`src/rtl/channel_demux_pkg.sv`:
```
// Shared constants and types for the four-way channel demultiplexer.
package channel_demux_pkg;
  localparam int NUM_CH = 4;
  localparam int SEL_W  = 2;

  typedef logic [SEL_W-1:0] ch_sel_t;
endpackage

```
`src/rtl/channel_demux_if.sv`:
```
// Input and per-channel output handshakes of the demux.
// The master side is the producer/consumer environment; the slave side is the demux.
interface channel_demux_if
  import channel_demux_pkg::*;
#(
  parameter int WIDTH = 8
);
  logic                           in_valid;
  logic                           in_ready;
  ch_sel_t                        in_sel;
  logic [WIDTH-1:0]               in_data;
  logic [NUM_CH-1:0]              out_valid;
  logic [NUM_CH-1:0]              out_ready;
  logic [NUM_CH-1:0][WIDTH-1:0]   out_data;   // channel k at [k*WIDTH +: WIDTH]

  modport master (
    output in_valid, in_sel, in_data, out_ready,
    input  in_ready, out_valid, out_data
  );

  modport slave (
    input  in_valid, in_sel, in_data, out_ready,
    output in_ready, out_valid, out_data
  );
endinterface

```
`src/rtl/channel_demux_slot.sv`:
```
// One-entry holding register for a single output channel.
// A load wins over a drain, so a same-cycle drain+load keeps valid high.
module chan_slot #(
  parameter int WIDTH = 8
) (
  input  logic             clk,
  input  logic             rst_n,
  input  logic             load,
  input  logic             drain,
  input  logic [WIDTH-1:0] din,
  output logic             valid,
  output logic [WIDTH-1:0] dout
);

  // Capture on load; on a bare drain only valid drops, data is kept.
  always_ff @(posedge clk or negedge rst_n) begin
    if (!rst_n) begin
      valid <= 1'b0;
      dout  <= '0;
    end else if (load) begin
      valid <= 1'b1;
      dout  <= din;
    end else if (drain) begin
      valid <= 1'b0;
    end
  end

endmodule

```
`src/rtl/channel_demux.sv`:
```
// Four-way demux: steers each accepted word into one per-channel slot,
// addressed by in_sel or by an internal round-robin pointer.
module channel_demux
  import channel_demux_pkg::*;
#(
  parameter int WIDTH = 8
) (
  input  logic                  clk,
  input  logic                  rst_n,
  input  logic                  auto_mode,
  channel_demux_if.slave        bus,
  output ch_sel_t               rr_ptr
);

  ch_sel_t           dst;
  logic              accept;
  logic [NUM_CH-1:0] load;
  logic [NUM_CH-1:0] drain;

  // Destination and readiness come from slot state only, never from in_valid.
  assign dst        = auto_mode ? rr_ptr : bus.in_sel;
  assign bus.in_ready = ~bus.out_valid[dst] | bus.out_ready[dst];
  assign accept     = bus.in_valid & bus.in_ready;

  genvar k;
  generate
    for (k = 0; k < NUM_CH; k++) begin : g_slot
      assign load[k]  = accept & (dst == ch_sel_t'(k));
      assign drain[k] = bus.out_valid[k] & bus.out_ready[k];

      chan_slot #(.WIDTH(WIDTH)) u_slot (
        .clk   (clk),
        .rst_n (rst_n),
        .load  (load[k]),
        .drain (drain[k]),
        .din   (bus.in_data),
        .valid (bus.out_valid[k]),
        .dout  (bus.out_data[k])
      );
    end
  endgenerate

  // Round-robin pointer advances only on auto-mode accepts; wraps 3 -> 0.
  always_ff @(posedge clk or negedge rst_n) begin
    if (!rst_n)                 rr_ptr <= '0;
    else if (accept && auto_mode) rr_ptr <= rr_ptr + ch_sel_t'(1);
  end

endmodule

```
`src/flat_wrapper.sv`:
```
// flat-port wrapper written by rule: the top's interface ports become plain ports
module channel_demux_flat import channel_demux_pkg::*;
#(
  parameter int WIDTH = 8
)
  (clk, rst_n, auto_mode, rr_ptr, bus_in_valid, bus_in_sel, bus_in_data, bus_out_ready, bus_in_ready, bus_out_valid, bus_out_data);
  channel_demux_if #(.WIDTH(WIDTH)) bus_i ();
  input  logic clk;
  input  logic rst_n;
  input  logic auto_mode;
  output ch_sel_t rr_ptr;
  input wire logic [$bits(bus_i.in_valid)-1:0] bus_in_valid;
  input wire logic [$bits(bus_i.in_sel)-1:0] bus_in_sel;
  input wire logic [$bits(bus_i.in_data)-1:0] bus_in_data;
  input wire logic [$bits(bus_i.out_ready)-1:0] bus_out_ready;
  output wire logic [$bits(bus_i.in_ready)-1:0] bus_in_ready;
  output wire logic [$bits(bus_i.out_valid)-1:0] bus_out_valid;
  output wire logic [$bits(bus_i.out_data)-1:0] bus_out_data;
  assign bus_i.in_valid = bus_in_valid;
  assign bus_i.in_sel = bus_in_sel;
  assign bus_i.in_data = bus_in_data;
  assign bus_i.out_ready = bus_out_ready;
  assign bus_in_ready = bus_i.in_ready;
  assign bus_out_valid = bus_i.out_valid;
  assign bus_out_data = bus_i.out_data;
  channel_demux #(.WIDTH(WIDTH)) u_core (.clk(clk), .rst_n(rst_n), .auto_mode(auto_mode), .bus(bus_i), .rr_ptr(rr_ptr));
endmodule
```
`config.mk`:
```
export PLATFORM = sky130hd
export DESIGN_NAME = channel_demux_flat
export DESIGN_NICKNAME = d
export VERILOG_FILES = /design/src/rtl/channel_demux_pkg.sv /design/src/rtl/channel_demux_if.sv /design/src/rtl/channel_demux_slot.sv /design/src/rtl/channel_demux.sv /design/src/flat_wrapper.sv
export SDC_FILE = /design/constraint.sdc
export NUM_CORES = 1
export LEC_CHECK = 0
export CAP_MARGIN = 30
export CORE_AREA = 2 2 62 64
export CTS_BUF_LIST = sky130_fd_sc_hd__clkbuf_8
export DETAILED_ROUTE_END_ITERATION = 12
export DIE_AREA = 0 0 64 66
export PLACE_DENSITY = 0.94
export SETUP_SLACK_MARGIN = 0.4
export SLEW_MARGIN = 0
export SYNTH_ARGS = -nofsm -noshare
export SYNTH_HDL_FRONTEND = slang
export SYNTH_HIERARCHICAL = 1
export SYNTH_SLANG_ARGS = --single-unit
export TNS_END_PERCENT = 100
```
`constraint.sdc`:
```
create_clock -name clk -period 4.1 [get_ports clk]
set_clock_uncertainty 0.2 [all_clocks]
set_input_delay 0.82 -clock clk [delete_from_list [all_inputs] [get_ports clk]]
set_output_delay 0.82 -clock clk [all_outputs]
set_load 0.03 [all_outputs]
```
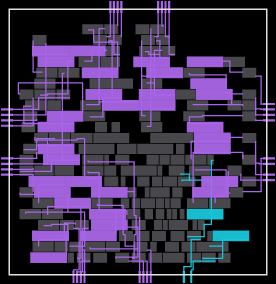
run_1/io_fan.png
Scale: 4 px per um.
[rr_ptr] cyan | direction: output | end cells: 2 | buffers: 2 | wire: 80.4 um
[bus_out_data] purple | direction: output | end cells: 32 | buffers: 32 | wire: 985 um

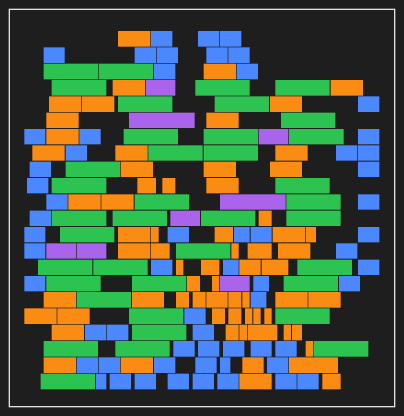
run_1/placement_by_type.png
Scale: 6 px per um.
[clock drivers and dummy loads] purple | cells: 8
[sequential cells] green | cells: 38
[combinational and other logic] orange | cells: 67
[remaining buffers and delay cells] blue | cells: 60

==> qor.log, run 1 <==
[final_timing] min Tclk post-route 3.49 ns
[final_timing] max frequency 286 MHz
[floorplan] top-level I/O count 57
[setup_path] path type of the worst setup path in2out
[logic_synthesis] cell count after synthesis 109
[cts] clock insertion delay at the later pin of the skew report 0.29 ns
[power] clock network power share 16.6%
[setup_path] CP max stage delay 0.60 ns
[final_layout] post-route cell area 2470 um^2
[power] switching power summed over all nets 887 uW
[logic_synthesis] area of the mapped netlist 1710 um^2
[floorplan] placement row count 22
[setup_path] Critical path buffers and inverters 2
[floorplan] horizontal die dimension 64 um
[min_path] classification of the worst-slack hold path reg2reg
[detailed_routing] number of nets with antenna violations after routing 0
[logic_synthesis] Distinct lib cells used 18
[logic_synthesis] share of the synthesized area in the top cell type 55.6%
[setup_path] cell at the slowest stage of the critical path sky130_fd_sc_hd__clkdlybuf4s50_1
[logic_synthesis] post-synthesis sequential area ratio 55.6%
[cts] clock buffers created by TritonCTS 5
[job] stage-log warning count 26
[final_layout] tally of filler cells in the layout 239
[detailed_routing] DRC violations left 0
[global_route] met3 Resource Use GR 5.62%
[logic_synthesis] cell types with the largest area share after synthesis sky130_fd_sc_hd__dfrtp_1 56%, sky130_fd_sc_hd__mux2_4 29%, sky130_fd_sc_hd__buf_6 2.6%
[final_layout] Core Util, Final 69.6%
[setup_path] Critical Path Source Type primary input
[power] power drawn by the combinational cells 1250 uW
[global_route] largest net degree at the start of global routing 39
[floorplan] total core area 3550 um^2
[logic_synthesis] synthesized area per cell 15.7 um^2
[floorplan] die area 4220 um^2
[power] sw frac 37.9%
[final_layout] layout cell share with drive strength beyond 1 32.9%
[logic_synthesis] Yosys warning total 6
[detailed_routing] wire length on met1 1520 um
[detailed_routing] Initial DRC Count 46
[detailed_routing] average via count per standard cell 5.03
[floorplan] Die H 66 um
[run_status] status finished clean
[power] total clock network power 389 uW
[power] power group with the highest consumption combinational logic
[power] sequential share of power 30.0%
[cts] Longest Clk Path Bufs 2
[placed_design] cell area reported after detailed placement 2320 um^2
[placed_design] HPWL after detailed placement 2600 um
[final_timing] measured slew at the worst slew-check pin 0.803 ns
[logic_synthesis] post-synthesis cell count from yosys 109
[power] IR Drop Worst-Case VDD 483 uV
[power] sequential-cell power consumption 701 uW
[placed_design] Cell Count Post-Placement 213
[global_route] Tot GR Track Use 19.8%
[final_timing] headroom to the max-slew limit 46.5%
[final_layout] final antenna diode count 0
[final_layout] number of nets in the layout 190
[detailed_routing] total length of routed met2 wires 2040 um
[detailed_routing] wire length on met3 169 um
[placed_design] count of buffers inserted at the top-level ports 56
[job] max-cap violations 0
[final_timing] slack of the critical path 0.608 ns
[global_route] first-pass GRT wire length 6250 um
[global_route] vias in the first global route 1184
[power] internal power consumption 1450 uW
[cts] TritonCTS clock tree built
[final_layout] synthesis-to-layout area growth 44.5%
[final_timing] final hold slack 0.315 ns
[cts] sink count of the clock tree 38
[detailed_routing] mean routed wirelength per cell 17.1 um
[power] Total Power 2340 uW
[floorplan] FP Core Util 48.2%
[detailed_routing] Pre-Repair DR Iteration Count 4
[final_layout] Non-Filler Instances 221
[final_timing] sum of negative setup slack 0 ns
[cts] Hold Buf Count CTS 0
[logic_synthesis] post-synthesis chip area from yosys 1710 um^2
[setup_path] worst path cell trace clkdlybuf4s50_1 -> mux2i_4 -> mux2_4 -> mux2i_1 -> clkbuf_2
[detailed_routing] top sig layer met4
[cts] number of levels the H-tree was split into 2
[final_timing] Setup Viol. Count Final 0
[logic_synthesis] flops out of synthesis 38
[setup_path] Worst Path Arrival 2.47 ns
[final_timing] final critical-path share of the clock period 85.2%
[setup_path] WP data required 3.08 ns
[cts] clock-pin slew of the registers on the worst-case setup and hold paths 0.07 ns
[setup_path] nature of the critical path endpoint output port
[power] static leakage power 0.00110 uW
[global_route] antenna violations before repair 0
[power] proportion of power drawn by combinational gates 53.4%
[global_route] layer carrying the most global-route usage met2
[setup_path] largest driver fanout on the critical path 4
[final_timing] unrepaired setup endpoints after global routing false
[placed_design] DP Worst Slack 0.159 ns
[global_route] M1 GR Usage 23.2%
[placed_design] placer's final routability congestion estimate 0.742
[logic_synthesis] cell type with the largest total area sky130_fd_sc_hd__dfrtp_1
[global_route] grt total ovfl 0
[logic_synthesis] Synthesized Nets 127
[power] P per Cell Area 947 nW/um^2
[cts] root buffer cell sky130_fd_sc_hd__clkbuf_8
[global_route] Global Route met2 Usage 36.2%
[final_timing] final hold violation count 0
[final_timing] max-slew violations 0
[setup_path] cell family with most CP delay multiplexers
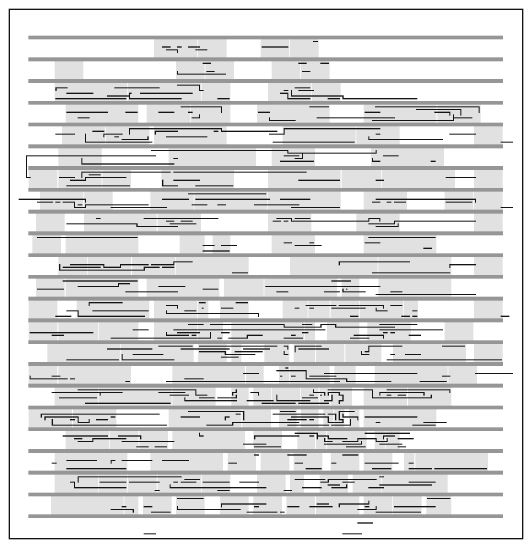
run_1/layer_met1.png
Scale: 8 px per um. Supply wires on this layer in gray.
share of all routed wire: 40%
nets with wire on the layer: 167
main direction: horizontal
wire length on this layer: 1520 um
longest straight run: 21.6 um
DRT Wirelength: 3770 um
via total after detailed routing: 1111

-- run 1: layout by cell type, fill, tap and decap left out, types with 2 or more instances in the layout --
cell and n:
sky130_fd_sc_hd__nor2b_1 2, sky130_fd_sc_hd__nand2_1 4, sky130_fd_sc_hd__and2_1 4, sky130_fd_sc_hd__dfrtp_1 38, sky130_fd_sc_hd__a21o_2 4, sky130_fd_sc_hd__mux2_4 33
sky130_fd_sc_hd__nand2b_1 3, sky130_fd_sc_hd__inv_1 4, sky130_fd_sc_hd__nor2_1 3, sky130_fd_sc_hd__bufinv_16 2, sky130_fd_sc_hd__clkbuf_8 6, sky130_fd_sc_hd__buf_4 4
sky130_fd_sc_hd__nor3_2 2, sky130_fd_sc_hd__clkdlybuf4s50_1 54
-- run 1: flip-flops by register name (all words and copies together) (netlist names) --
name                        flops
u_core/g_slot.u_slot/dout      32
u_core/rr_ptr                   2
u_core/g_slot.u_slot/valid      4
-- run 1: synth_stat cells --
master / count
sky130_fd_sc_hd__nand2b_1: 3
sky130_fd_sc_hd__mux2i_2: 1
sky130_fd_sc_hd__o21ai_1: 1
sky130_fd_sc_hd__mux2i_1: 2
sky130_fd_sc_hd__o31ai_2: 1
sky130_fd_sc_hd__and2_1: 4
sky130_fd_sc_hd__inv_1: 4
sky130_fd_sc_hd__nor2b_1: 2
sky130_fd_sc_hd__buf_6: 4
sky130_fd_sc_hd__nor2_1: 3
sky130_fd_sc_hd__mux2_4: 33
sky130_fd_sc_hd__nand2_1: 4
sky130_fd_sc_hd__nor3_1: 2
sky130_fd_sc_hd__xor2_1: 1
sky130_fd_sc_hd__a21o_2: 4
sky130_fd_sc_hd__nand3_1: 1
sky130_fd_sc_hd__mux2_2: 1
sky130_fd_sc_hd__dfrtp_1: 38
-- run 1: path summary, 6_finish.rpt --
kind,start,slack [ns],depth (start not counted),end
min in group asynchronous,rst_n,0.41,1,u_core/g_slot[2].u_slot/dout[1]
hold reg to reg,u_core/g_slot[3].u_slot/dout[2],0.32,1,u_core/g_slot[3].u_slot/dout[2]
max in group asynchronous,rst_n,2.77,1,u_core/g_slot[3].u_slot/dout[2]
hold / removal,u_core/g_slot[3].u_slot/dout[2],0.32,1,u_core/g_slot[3].u_slot/dout[2]
setup reg to reg,u_core/rr_ptr[0],2.24,4,u_core/g_slot[0].u_slot/dout[3]
setup / recovery,auto_mode,0.61,5,bus_in_ready
-- run 1: cell families after synthesis --
group | after synthesis | share of synthesized area [%]
simple gates | 19 | 5.71
buf+inv | 8 | 3.51
mux | 37 | 31.6
compound gates | 6 | 3.07
xor+xnor | 1 | 0.512
flops | 38 | 55.6
-- run 1: area by class of cell --
| type | count | area, um^2 | area share, % |
|---|---|---|---|
| Clock buffer | 6 | 82.6 | 3.34 |
| Clock inverter | 2 | 60.1 | 2.43 |
| Inverter | 4 | 15.0 | 0.608 |
| Multi-Input combinational cell | 63 | 722 | 29.2 |
| Sequential cell | 38 | 951 | 38.5 |
| Tap cell | 48 | 60.1 | 2.43 |
| Timing Repair Buffer | 60 | 581 | 23.5 |
-- run 1: what timing repair did --
action | CTS | global route
gates resized | 1 | 4
endpoints found under the setup margin | 1 | 1
setup buffers | 0 | 0
run_1/cell_density.png
Scale: 6 px per um. 6 x 7 tiles, from dark blue (low) to red (high), 0 to 100% covered.
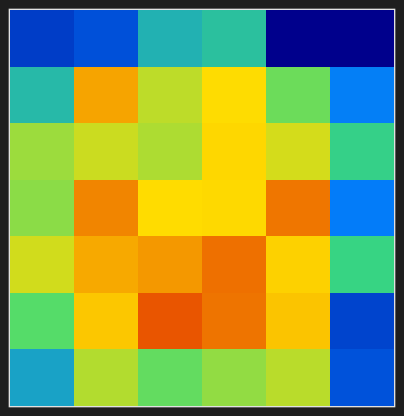

==> run 2: changes to the inputs <==
- CORE_AREA: 2 2 62 64 -> 2 2 63 65
- CTS_BUF_LIST: sky130_fd_sc_hd__clkbuf_8 -> sky130_fd_sc_hd__clkbuf_16
- DIE_AREA: 0 0 64 66 -> 0 0 65 67
- PLACE_DENSITY: 0.94 -> 0.91
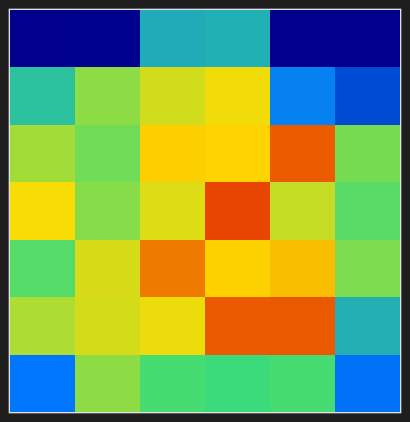
run_2/cell_density.png
Scale: 6 px per um. 6 x 7 tiles, from dark blue (low) to red (high), 0 to 100% covered.
densest ninth of the die: center
nearly empty tiles: 9.5%
mean over tiles: 55%
fullest tile: 92%

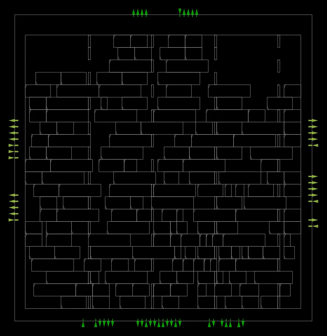
run_2/placement.png
tap cell instance count: 48
Core Util, Final: 68.1%

==> run 2 against run 1 <==
Via count decreased by 2.4%. Final area decreased by 0.56%. Synthesized cell count unchanged. Critical endpoint unchanged. Largest power group unchanged.
==> qor.log, run 2 <==
[cts] clock insertion delay at the later pin of the skew report 0.27 ns [-0.02 ns]
[job] stage-log warning count 26 [unchanged]
[cts] number of levels the H-tree was split into 2 [unchanged]
[logic_synthesis] Yosys warning total 6 [unchanged]
[final_timing] final hold violation count 0 [unchanged]
[placed_design] placer's final routability congestion estimate 0.854 [+15%]
[logic_synthesis] cell type with the largest total area sky130_fd_sc_hd__dfrtp_1
[min_path] Min-Delay Endpoint u_core/g_slot[3].u_slot/dout[7]
[setup_path] WP data required 3.08 ns [about the same]
[cts] clock-pin slew of the registers on the worst-case setup and hold paths 0.05 ns [-0.02 ns]
[power] switching power summed over all nets 881 uW [-0.66%]
[floorplan] placement row count 22 [unchanged]
[setup_path] path type of the worst setup path in2out
[floorplan] Die H 67 um [+1.5%]
[setup_path] Critical Path Source Type primary input
[logic_synthesis] area of the mapped netlist 1710 um^2 [unchanged]
[setup_path] number of cell instances on the worst register-to-register path 4 [unchanged]
[final_timing] final critical-path share of the clock period 84.6% [-0.54 points]
[global_route] Tot GR Track Use 18.8% [-1.0 points]
[setup_path] Worst Path Arrival 2.45 ns [-0.02 ns]
[setup_path] R2R Setup Slk 1.85 ns [-0.39 ns]
[power] clock network power share 14.9% [-1.7 points]
[logic_synthesis] cell count after synthesis 109 [unchanged]
[final_layout] number of flip-flops in the largest register 32 [unchanged]
[detailed_routing] average via count per standard cell 4.95 [-1.5%]
[power] sw frac 38.5% [+0.56 points]
[final_layout] comb. cell area 718 um^2 [-0.52%]
[final_layout] tally of filler cells in the layout 261 [+9.2%]
[floorplan] total core area 3610 um^2 [+1.6%]
[final_timing] measured slew at the worst slew-check pin 0.798 ns [-0.00461 ns]
[setup_path] cell family with most CP delay buffers and inverters
[cts] clock buffers created by TritonCTS 5 [unchanged]
[setup_path] worst path cell trace clkdlybuf4s50_1 -> mux2i_4 -> mux2_4 -> mux2i_1 -> clkbuf_2
[final_layout] leading registers by flop count u_core/g_slot.u_slot/dout x32, u_core/g_slot.u_slot/valid x4, u_core/rr_ptr x2
[global_route] M1 GR Usage 21.0% [-2.2 points]
[floorplan] horizontal die dimension 65 um [+1.6%]
[final_layout] register area 951 um^2 [unchanged]
[final_layout] most common cell after layout, fill and taps aside sky130_fd_sc_hd__clkdlybuf4s50_1
[min_path] Worst Min Path Start u_core/g_slot[3].u_slot/dout[7]
[floorplan] top-level I/O count 57 [unchanged]
[min_path] classification of the worst-slack hold path reg2reg
[setup_path] largest driver fanout on the critical path 4 [unchanged]
[setup_path] CP max stage delay 0.61 ns [about the same]
[final_timing] max-slew violations 0 [unchanged]
[detailed_routing] via total after detailed routing 1084 [-2.4%]
[logic_synthesis] flops out of synthesis 38 [unchanged]
[logic_synthesis] Post-synth EDFFs 0 [unchanged]
[setup_path] cell at the slowest stage of the critical path sky130_fd_sc_hd__clkdlybuf4s50_1
[setup_path] worst flop-to-flop path startpoint u_core/rr_ptr[0]
[logic_synthesis] Post-synth ARST share 100% [unchanged]
[logic_synthesis] post-synthesis cell count from yosys 109 [unchanged]
[detailed_routing] Pre-Repair DR Iteration Count 4 [unchanged]
[logic_synthesis] most instantiated library cell after synthesis sky130_fd_sc_hd__dfrtp_1
[final_timing] sum of negative setup slack 0 ns [unchanged]
[logic_synthesis] synthesized area per cell 15.7 um^2 [unchanged]
[final_timing] unrepaired setup endpoints after global routing false
[setup_path] CP Depth 5 [unchanged]
[cts] TritonCTS clock tree built
[placed_design] HPWL after detailed placement 2730 um [+4.8%]
[run_status] status finished clean
[logic_synthesis] post-synthesis sequential area ratio 55.6% [unchanged]
[global_route] Global Route met2 Usage 34.7% [-1.5 points]
[logic_synthesis] Synthesized Nets 127 [unchanged]
[power] P per Cell Area 932 nW/um^2 [-1.5%]
## run 2: netlist changes by cell type in the layout (fill, tap and decap cells not counted)
cell                        before  now
sky130_fd_sc_hd__clkinv_1        0    1
sky130_fd_sc_hd__bufinv_16       2    0
sky130_fd_sc_hd__mux2i_1         1    2
sky130_fd_sc_hd__buf_4           4    3
sky130_fd_sc_hd__clkbuf_16       0    5
sky130_fd_sc_hd__buf_6           0    1
sky130_fd_sc_hd__clkbuf_8        6    0
sky130_fd_sc_hd__mux2i_2         1    0
## run 2: power by group through the flow
stage,logic [uW],registers (uW),clock network [uW]
after floorplan,389,1060,0
after global placement,1230,690,0
after detailed placement,1250,699,0
after CTS,1260,703,349
after global routing,1300,724,370
final,1250,702,342
## run 2: layout make-up
class / instances / share of cell area (%)
Timing Repair Buffer: 60 / 23.8
Clock buffer: 5 / 5.09
Clock inverter: 1 / 0.153
Sequential cell: 38 / 38.7
Tap cell: 48 / 2.44
Inverter: 4 / 0.611
Multi-Input combinational cell: 63 / 29.2
## run 2: worst max path at each step
| stage | start | to | slack (ns) |
|---|---|---|---|
| 6_report | auto_mode | bus_in_ready | 0.63 |
| 5_1_grt | auto_mode | bus_in_ready | 0.55 |
| 4_1_cts | auto_mode | bus_in_ready | 0.42 |
| 3_5_place_dp | auto_mode | bus_in_ready | 0.13 |
| 3_3_place_gp | auto_mode | bus_in_ready | 0.22 |
| 2_1_floorplan | auto_mode | bus_in_ready | 1.15 |
## run 2: metal layers
metal,routed length (um),vias up
li1,-,495
met4,16,0
met2,2060,34
met1,1520,553
met5,0,-
met3,145,2
## run 2: metrics by stage
step	setup slack [ns]	area, um^2	util, %	cells	total power, uW
after global placement	0.220	2310	64.2	212	1920
after CTS	0.419	2450	68.0	219	2310
after detailed placement	0.132	2320	64.5	213	1950
after floorplan	1.15	1710	-	109	1450
after global routing	0.549	2460	68.1	219	2390
final	0.630	2460	68.1	219	2290
## run 2: timing repair
item	in CTS	in global routing
gates resized	1	3
hold buffers	0	0
endpoints found under the setup margin	1	1
hold endpoints to repair	0	0
## run 2: cell families after synthesis
| logic type | Yosys count | share of synthesized area (%) |
|---|---|---|
| muxes | 37 | 31.6 |
| DFF | 38 | 55.6 |
| and+or+nand+nor | 19 | 5.71 |
| buffers and inverters | 8 | 3.51 |
| AOI/OAI and AO/OA | 6 | 3.07 |
| xor gates and xnor gates | 1 | 0.512 |
## run 2: worst register-to-register path, stage by stage, from the launching register on
cell and delay [ns]:
sky130_fd_sc_hd__dfrtp_1 0.43, sky130_fd_sc_hd__mux2_2 0.35, sky130_fd_sc_hd__nor3_2 0.56, sky130_fd_sc_hd__buf_4 0.29, sky130_fd_sc_hd__mux2_4 0.31
Power figures rest on the tool's default switching activity, not on a simulated workload.
